File: src/rtl/alu_pkg.sv
// Shared constants, FSM state type and datapath helpers for the 16-bit ALU.
package alu_pkg;

  localparam int unsigned W = 16;

  localparam logic [3:0] OP_ADD = 4'd0;
  localparam logic [3:0] OP_SUB = 4'd1;
  localparam logic [3:0] OP_MUL = 4'd2;
  localparam logic [3:0] OP_DIV = 4'd3;
  localparam logic [3:0] OP_MOD = 4'd4;
  localparam logic [3:0] OP_AND = 4'd5;
  localparam logic [3:0] OP_OR  = 4'd6;
  localparam logic [3:0] OP_XOR = 4'd7;
  localparam logic [3:0] OP_SHL = 4'd8;
  localparam logic [3:0] OP_SHR = 4'd9;
  localparam logic [3:0] OP_ASR = 4'd10;

  // Both iterative units retire 2 bits per cycle, so 8 steps cover 16 bits.
  localparam logic [3:0] CNT_END = 4'd8;

  typedef enum logic [1:0] {
    S_IDLE,
    S_RUN,
    S_DONE
  } state_t;

  function automatic logic is_multi(input logic [3:0] op);
    return (op == OP_MUL) || (op == OP_DIV) || (op == OP_MOD);
  endfunction

  // Radix-4 Booth partial product for window {b[2i+1], b[2i], b[2i-1]}.
  // Only the low W bits of the product are kept, so mod-2^W arithmetic suffices.
  function automatic logic [W-1:0] booth_pp(input logic [2:0] win, input logic [W-1:0] m);
    logic [W-1:0] pp;
    pp = '0;
    case (win)
      3'b001, 3'b010: pp = m;
      3'b011:         pp = m << 1;
      3'b100:         pp = -(m << 1);
      3'b101, 3'b110: pp = -m;
      default:        pp = '0;
    endcase
    return pp;
  endfunction

  // One restoring-division step: returns {remainder, quotient}.
  // With a zero divisor every trial subtraction succeeds, which naturally
  // yields quotient all-ones and remainder equal to the dividend.
  function automatic logic [2*W-1:0] div_step(input logic [W-1:0] r,
                                               input logic [W-1:0] q,
                                               input logic [W-1:0] d);
    logic [W:0]   t;
    logic [W-1:0] qn;
    t  = {r, q[W-1]};
    qn = {q[W-2:0], 1'b0};
    if (t >= {1'b0, d}) begin
      t     = t - {1'b0, d};
      qn[0] = 1'b1;
    end
    return {t[W-1:0], qn};
  endfunction

endpackage

File: src/rtl/alu_rca16.sv
// 16-bit ripple-carry adder used for both ADD and SUB.
module rca16
  import alu_pkg::*;
(
  input  logic [W-1:0] a,
  input  logic [W-1:0] b,
  input  logic         cin,
  output logic [W-1:0] sum,
  output logic         cout
);

  // Carry ripples LSB to MSB through a block-local variable.
  always_comb begin : ripple
    logic c;
    c    = cin;
    sum  = '0;
    for (int unsigned i = 0; i < W; i++) begin
      sum[i] = a[i] ^ b[i] ^ c;
      c      = (a[i] & b[i]) | (c & (a[i] ^ b[i]));
    end
    cout = c;
  end

endmodule

File: src/rtl/alu.sv
// 16-bit ALU: single-cycle add/sub/logic/shift plus iterative Booth multiply
// and restoring divide that restart whenever operands or opcode change.
module alu
  import alu_pkg::*;
(
  input  logic         clk,
  input  logic         rst,
  input  logic [W-1:0] A,
  input  logic [W-1:0] B,
  input  logic [3:0]   select,
  output logic [W-1:0] result
);

  logic [W-1:0] a_q, b_q;
  logic [3:0]   sel_q;
  logic         chg, multi, load, wb, done;
  state_t       state_q, state_d;

  logic [W-1:0] add_sum, sub_sum;
  logic         add_cout_unused, sub_cout_unused;

  logic [W-1:0] mc, mq, prod;
  logic         q1;
  logic [3:0]   mul_cnt;

  logic [W-1:0]   rem, quo, dvs;
  logic [3:0]     div_cnt;
  logic [2*W-1:0] s1, s2;

  logic [W-1:0] res_d;

  rca16 u_add (.a(A), .b(B),  .cin(1'b0), .sum(add_sum), .cout(add_cout_unused));
  rca16 u_sub (.a(A), .b(~B), .cin(1'b1), .sum(sub_sum), .cout(sub_cout_unused));

  // Live inputs are compared against last cycle's capture so the load of a
  // new operation coincides with the capture edge (keeps latency at 10).
  always_comb begin
    chg   = (A != a_q) || (B != b_q) || (select != sel_q);
    multi = is_multi(select);
    done  = (sel_q == OP_MUL) ? (mul_cnt == CNT_END) : (div_cnt == CNT_END);
  end

  // Input capture registers.
  always_ff @(posedge clk or negedge rst) begin
    if (!rst) begin
      a_q   <= '0;
      b_q   <= '0;
      sel_q <= '0;
    end else begin
      a_q   <= A;
      b_q   <= B;
      sel_q <= select;
    end
  end

  // FSM state register.
  always_ff @(posedge clk or negedge rst) begin
    if (!rst) state_q <= S_IDLE;
    else      state_q <= state_d;
  end

  // FSM next state, unit load and result writeback strobes.
  always_comb begin
    state_d = state_q;
    load    = 1'b0;
    wb      = 1'b0;
    if (chg) begin
      state_d = multi ? S_RUN : S_IDLE;
      load    = multi;
    end else begin
      case (state_q)
        S_IDLE: begin
          if (multi) begin
            state_d = S_RUN;
            load    = 1'b1;
          end
        end
        S_RUN: begin
          if (done) begin
            state_d = S_DONE;
            wb      = 1'b1;
          end
        end
        S_DONE:  state_d = S_DONE;
        default: state_d = S_IDLE;
      endcase
    end
  end

  // Radix-4 Booth multiplier: multiplicand shifts left by 2, multiplier right by 2.
  always_ff @(posedge clk or negedge rst) begin
    if (!rst) begin
      mc      <= '0;
      mq      <= '0;
      q1      <= 1'b0;
      prod    <= '0;
      mul_cnt <= '0;
    end else if (load) begin
      mc      <= A;
      mq      <= B;
      q1      <= 1'b0;
      prod    <= '0;
      mul_cnt <= '0;
    end else if (state_q == S_RUN && mul_cnt != CNT_END) begin
      prod    <= prod + booth_pp({mq[1:0], q1}, mc);
      mc      <= mc << 2;
      mq      <= {2'b00, mq[W-1:2]};
      q1      <= mq[1];
      mul_cnt <= mul_cnt + 4'd1;
    end
  end

  // Two chained restoring steps per cycle.
  always_comb begin
    s1 = div_step(rem, quo, dvs);
    s2 = div_step(s1[2*W-1:W], s1[W-1:0], dvs);
  end

  // Restoring divider state.
  always_ff @(posedge clk or negedge rst) begin
    if (!rst) begin
      rem     <= '0;
      quo     <= '0;
      dvs     <= '0;
      div_cnt <= '0;
    end else if (load) begin
      rem     <= '0;
      quo     <= A;
      dvs     <= B;
      div_cnt <= '0;
    end else if (state_q == S_RUN && div_cnt != CNT_END) begin
      rem     <= s2[2*W-1:W];
      quo     <= s2[W-1:0];
      div_cnt <= div_cnt + 4'd1;
    end
  end

  // Result selection.
  always_comb begin
    res_d = '0;
    case (select)
      OP_ADD:  res_d = add_sum;
      OP_SUB:  res_d = sub_sum;
      OP_MUL:  res_d = prod;
      OP_DIV:  res_d = quo;
      OP_MOD:  res_d = rem;
      OP_AND:  res_d = A & B;
      OP_OR:   res_d = A | B;
      OP_XOR:  res_d = A ^ B;
      OP_SHL:  res_d = {A[W-2:0], 1'b0};
      OP_SHR:  res_d = {1'b0, A[W-1:1]};
      OP_ASR:  res_d = {A[W-1], A[W-1:1]};
      default: res_d = '0;
    endcase
  end

  // Result register: single-cycle ops update every edge, iterative ops only on writeback.
  always_ff @(posedge clk or negedge rst) begin
    if (!rst)                result <= '0;
    else if (!multi || wb)   result <= res_d;
  end

endmodule

File: config.mk
export PLATFORM = sky130hd
export DESIGN_NAME = alu
export DESIGN_NICKNAME = d
export VERILOG_FILES = /design/src/rtl/alu_pkg.sv /design/src/rtl/alu_rca16.sv /design/src/rtl/alu.sv
export SDC_FILE = /design/constraint.sdc
export NUM_CORES = 1
export LEC_CHECK = 0
export ABC_AREA = 1
export CORE_AREA = 2 2 186 170
export CTS_BUF_LIST = sky130_fd_sc_hd__clkbuf_2 sky130_fd_sc_hd__clkbuf_4 sky130_fd_sc_hd__clkbuf_8
export CTS_CLUSTER_SIZE = 16
export DETAILED_ROUTE_END_ITERATION = 16
export DIE_AREA = 0 0 188 172
export MAX_ROUTING_LAYER = met4
export PLACE_DENSITY = 0.71
export SLEW_MARGIN = 5
export SYNTH_ARGS = -nofsm -noshare
export SYNTH_HDL_FRONTEND = slang
export SYNTH_HIERARCHICAL = 1
export SYNTH_SLANG_ARGS = --single-unit
File: constraint.sdc
create_clock -name clk -period 3.5 [get_ports clk]
set_clock_uncertainty 0.2 [all_clocks]
set_input_delay 0.7 -clock clk [delete_from_list [all_inputs] [get_ports clk]]
set_output_delay 0.7 -clock clk [all_outputs]
set_load 0.005 [all_outputs]
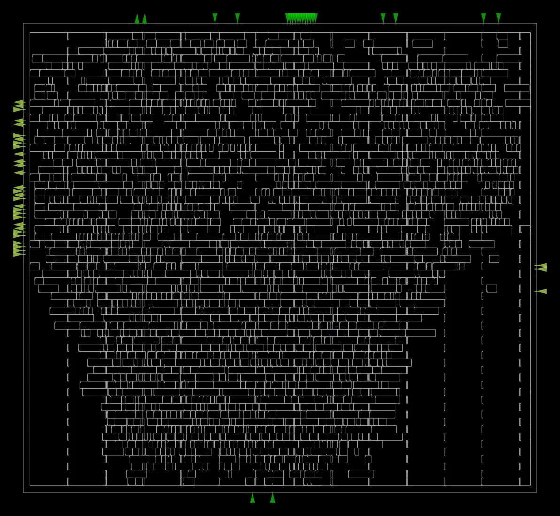
run_1/placement.png
flop share of the area: 0.227
well tap count: 409
area inside the core boundary: 30500 µm²
final core utilization: 0.576

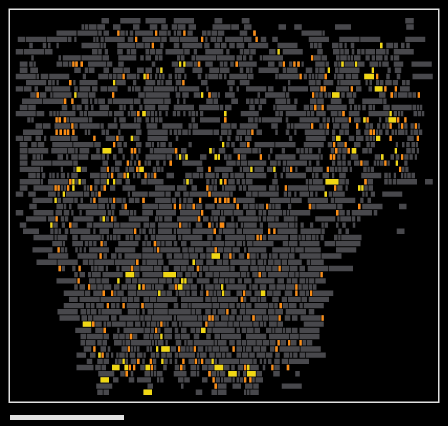
run_1/logic_types.png
The bar under the picture is 50 µm long.
Key: orange = inverters [cells 214, where widely spread]; yellow = NOR gates [cells 86, where widely spread]

==> flow_summary.ini, run 1 <==
; synthesis and place-and-route metrics
[timing]
finalWorstSetupSlack_ps = -3350
tightestPinTransition_ps = 870
worst_slew_margin_rel = 0.419
rsz0062_at_grt = true
slew_viol_final = 0
report.final.setup_viol = 27
finalSetupTns_ps = -21680

[finish]
area_delta_synth_final_pct = 42.6
finish.net_count = 2125
layout_top_cell_excl_fill_tap = nand2_1

[placed_design]
place.port_buffers = 53
place.detailed.hpwl_um = 33600

[cts]
clk_pin_slew_ps = 80
cts_root_buffer_type = clkbuf_8

[run_status]
violated_checks = setup timing
status = finished with violations

[critical_path]
regToRegSetupSlack_ps = -300
timing.critical_path.max_delay_family = adder cells
critical_path.max_stage_delay_ps = 390
timing.critical_path.required_ps = 3720
setup.worst_path.end_class = register
count_of_buffer_and_inverter_cells_on_the_critical_path = 5

[power]
p_clk_mw = 1.53
clkPwrFrac = 0.089
sw_frac_of_total = 0.474
seq_power_share = 0.155
p_comb_mw = 12.9
power.largest_group = combinational cells

[worst_hold_path]
min-delay-path-class = in2reg
min_path_cells = 1

[detailed_routing]
metal3_wl_um = 3620
num_vias = 13173
met2_wirelength_um = 21300
drt_iter0_drc = 1483
detail_route.wirelength_um = 47600

[synth]
synthesis.yosys.warnings = 6
postSynthNetCount = 1806

[floorplanning]
row_count = 61
chip_area_um2 = 32300
chipWidth_um = 188

[global_route]
gr-usage-met1 = 0.409
grt.met3_usage = 0.0442
antenna_violations_before_repair = 1
largest_net_degree_at_the_start_of_global_routing = 59

[run]
openroad.warnings = 50
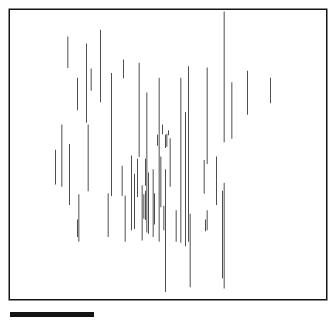
run_1/layer_met4.png
The bar under the picture is 50 µm long.
45 nets have wire on it. The layer carries 1880 µm of wire. The layer holds 4.0% of the routed length.

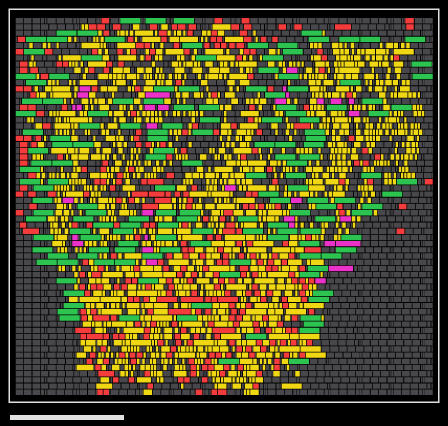
run_1/placement_by_type.png
The bar under the picture is 50 µm long. Fill, decap, tap and diode cells in grey.
Key: yellow = combinational and other logic [cells 1435]; green = flops [cells 159]; red = other buffers and delay cells [cells 353]; magenta = clock drivers and dummy loads [cells 32]

-- run 1: layout make-up --
type                       instances  area (µm²)
sequential                       159        3980
clock buffer                      22         290
clock inverter                    10         134
antenna                            1        2.50
multi-input combinational       1221        8770
fill                            2579       12900
tap                              409         512
inverter                         214         806
timing repair buffer             353        3060
-- run 1: timing repair --
item / CTS / global route
gates cloned: 6 / 0
resized: 236 / 150
endpoints found under the hold margin: 3 / 0
pin swaps: 62 / 84
setup buffers: 30 / 17
endpoints found under the setup margin: 29 / 36
hold buffers: 1 / 0
-- run 1: state kept, by name, summed over array words and instances, names as in the netlist --
signal,cells
a_q,16
b_q,16
dvs,16
mc,16
mq,16
prod,16
quo,16
rem,16
result,16
div_cnt,4
mul_cnt,4
sel_q,4
state_q,2
q1,1
run_1/wires.png
The bar under the picture is 50 µm long.
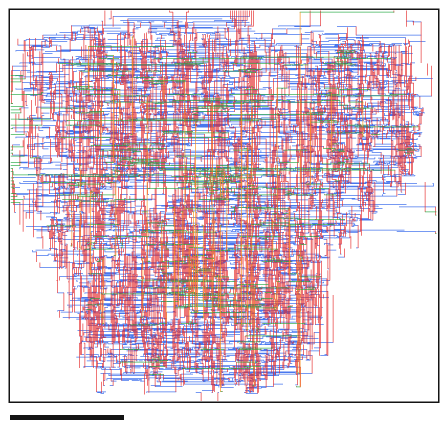

## Run 2: what changed since run 1
Settings changed: CORE_AREA 2 2 186 170 to 2 2 237 216, DIE_AREA 0 0 188 172 to 0 0 239 218, PLACE_DENSITY 0.71 to 0.53.
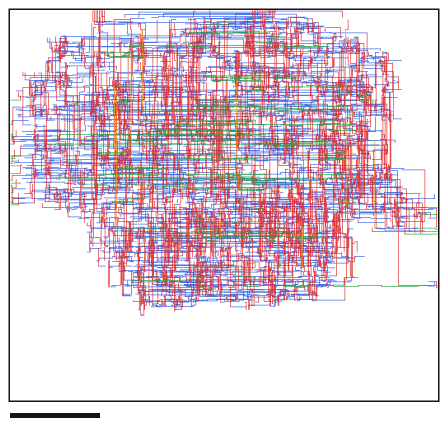
run_2/wires.png
The bar under the picture is 50 µm long.
Key: blue = metal 1 [wire length 24.1 mm]; orange = metal 4 [wire length 781 µm]; green = metal 3 [wire length 3840 µm]; red = metal 2 [wire length 21.6 mm]

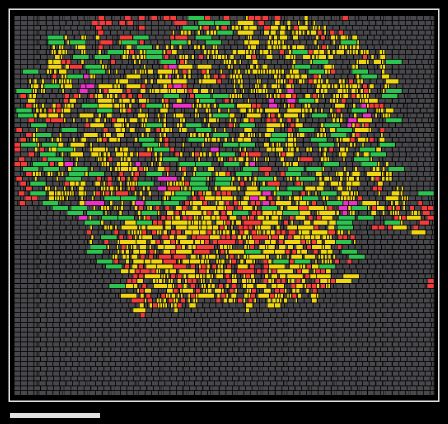
run_2/placement_by_type.png
The bar under the picture is 50 µm long. Fill, decap, tap and diode cells in grey.
flop share of the area: 0.217
fin area: 18400 µm²

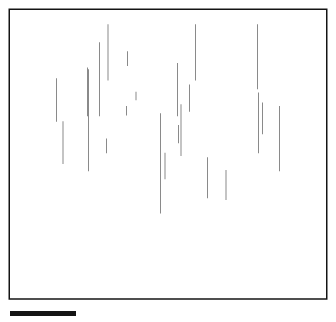
run_2/layer_met4.png
The bar under the picture is 50 µm long.
The wires run mostly vertical. The layer holds 1.6% of the routed length. The longest straight run is 76.8 µm. 17 nets have wire on it.
total detailed-routing wirelength: 50300 µm
Vias: 12950

==> flow_summary.ini, run 2 <==
; synthesis and place-and-route metrics
[cts]
cts.hold.buffers_added = 1

[critical_path]
setup.worst_path.end_class = register
count_of_buffer_and_inverter_cells_on_the_critical_path = 5
regToRegSetupSlack_ps = -250

[run]
openroad.warnings = 50

[timing]
finalWorstSetupSlack_ps = -3240
rsz0062_at_grt = true
report.final.setup_viol = 27
tightestPinTransition_ps = 676

[finish]
area_delta_synth_final_pct = 49.1
finish.net_count = 2160
final_util = 0.369

[run_status]
status = finished with violations
violated_checks = setup timing

[placed_design]
place.port_buffers = 53

[worst_hold_path]
min_path_cells = 2

[power]
clkPwrFrac = 0.089
power.largest_group = combinational cells
sw_frac_of_total = 0.471

[synth]
synthesis.yosys.warnings = 6

[floorplanning]
row_count = 78
run 2: stage by stage:
stage | worst slack [ps] | TNS (ps)
6_report | -3240 | -20810
5_1_grt | -3380 | -23710
4_1_cts | -3290 | -21210
3_5_place_dp | -4320 | -68210
3_3_place_gp | -4280 | -66580
2_1_floorplan | -3380 | -18520
run 2: cell type report:
cell class,count,area (µm²)
clock buffer,17,234
antenna,2,5.00
clock inverter,15,195
tap,640,801
sequential,159,3980
multi-input combinational,1222,8890
inverter,214,806
timing repair buffer,387,3440
fill,5053,31400
run 2: routing by layer:
metal  GRT usage  share of wire  up-vias
met5           -              0        -
met4      0.0496          0.016        0
met2       0.277           0.43      426
met1       0.280           0.48     6326
met3      0.0503          0.076       49
li1            -              -     6149
run_2/placement.png
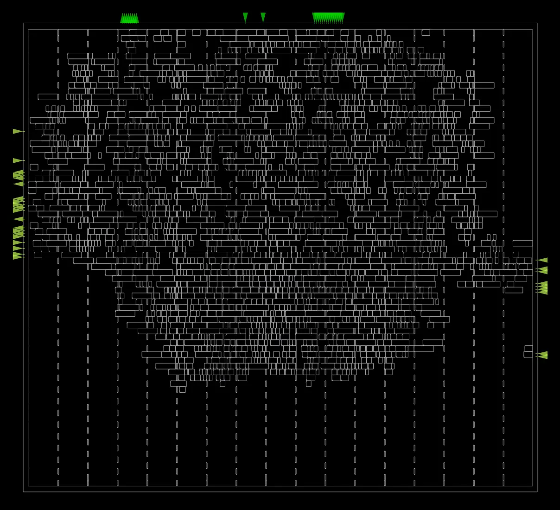

## Run 3: what changed since run 2
Settings changed: CORE_AREA 2 2 237 216 to 2 2 217 198, DIE_AREA 0 0 239 218 to 0 0 219 200, PLACE_DENSITY 0.53 to 0.59.
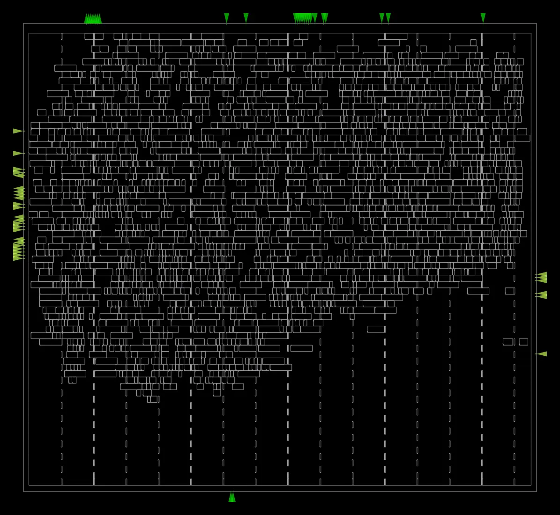
run_3/placement.png
flip-flops: 159
flop share of the area: 0.225
fillers: 4103

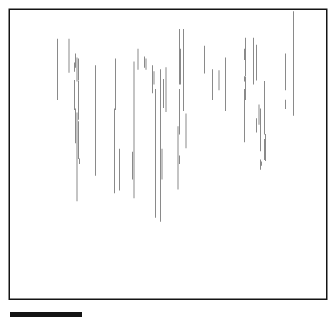
run_3/layer_met4.png
The bar under the picture is 50 µm long.
The longest straight run is 105 µm. 48 nets have wire on it. The wires run mostly vertical.

==> flow_summary.ini, run 3 <==
; synthesis and place-and-route metrics
[run_status]
status = finished with violations
violated_checks = setup timing

[detailed_routing]
num_vias = 12931
top_layer = met4
detail_route.wirelength.met1_um = 20600

[global_route]
top_usage_layer = met2
grtUsageTotal = 0.224
grt.met3_usage = 0.0597
global_route.usage.met2 = 0.344
gr-usage-met1 = 0.285

[timing]
tightestPinTransition_ps = 707
layout_worst_path_cycle_share = 1.93
report.final.setup_viol = 27
finalSetupTns_ps = -20620
finalWorstSetupSlack_ps = -3260
rsz0062_at_grt = true

[synth]
synthesis.yosys.warnings = 6

[floorplanning]
row_count = 71

[cts]
clk_pin_slew_ps = 100
cts.hold.buffers_added = 1

[finish]
stdcell_area_um2 = 17700
area_delta_synth_final_pct = 43.8
finish.net_count = 2146
final_util = 0.428

[power]
sw_frac_of_total = 0.455
clkPwrFrac = 0.097

[placed_design]
detailedPlace.worstSlack_ps = -4330
place.port_buffers = 53

[critical_path]
regToRegSetupSlack_ps = -220
setup.worst_path.end_class = register
startpoint = A[0]

[run]
openroad.warnings = 50

[worst_hold_path]
min_path_cells = 2
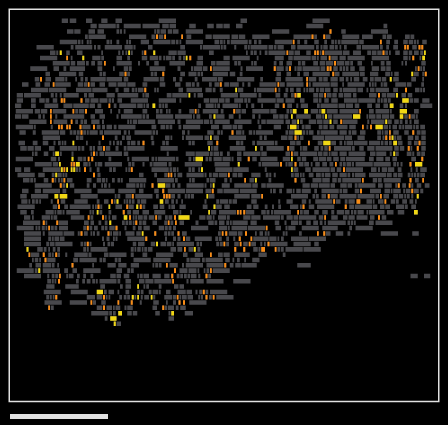
run_3/logic_types.png
The bar under the picture is 50 µm long.
Key: yellow = NOR gates [cells 87]; orange = inverters [cells 214]
combinational share of cell area: 0.480
highest-count logic cell in the final layout: nand2_1
final cell count without fillers: 2550

## run 3: final cells by class
cell class                      count  area (µm²)  share of cell area
Multi-Input combinational cell   1222        8510               0.480
Sequential cell                   159        3980               0.225
Timing Repair Buffer              373        3270               0.184
Inverter                          214         808              0.0456
Tap cell                          547         684              0.0387
Clock buffer                       20         269              0.0152
Clock inverter                     12         184              0.0104
Antenna cell                        3        7.51            0.000424
## run 3: power groups by stage
stage               Sequential [mW]  Combinational, mW  Clock (mW)
global placement               2.58               8.19           0
CTS                            2.58               11.1        1.63
floorplan                      2.49               4.66           0
finish                         2.59               12.4        1.61
detailed placement             2.58               8.27           0
global route                   2.63               13.3        1.70
Power figures rest on the tool's default switching activity, not on a simulated workload.
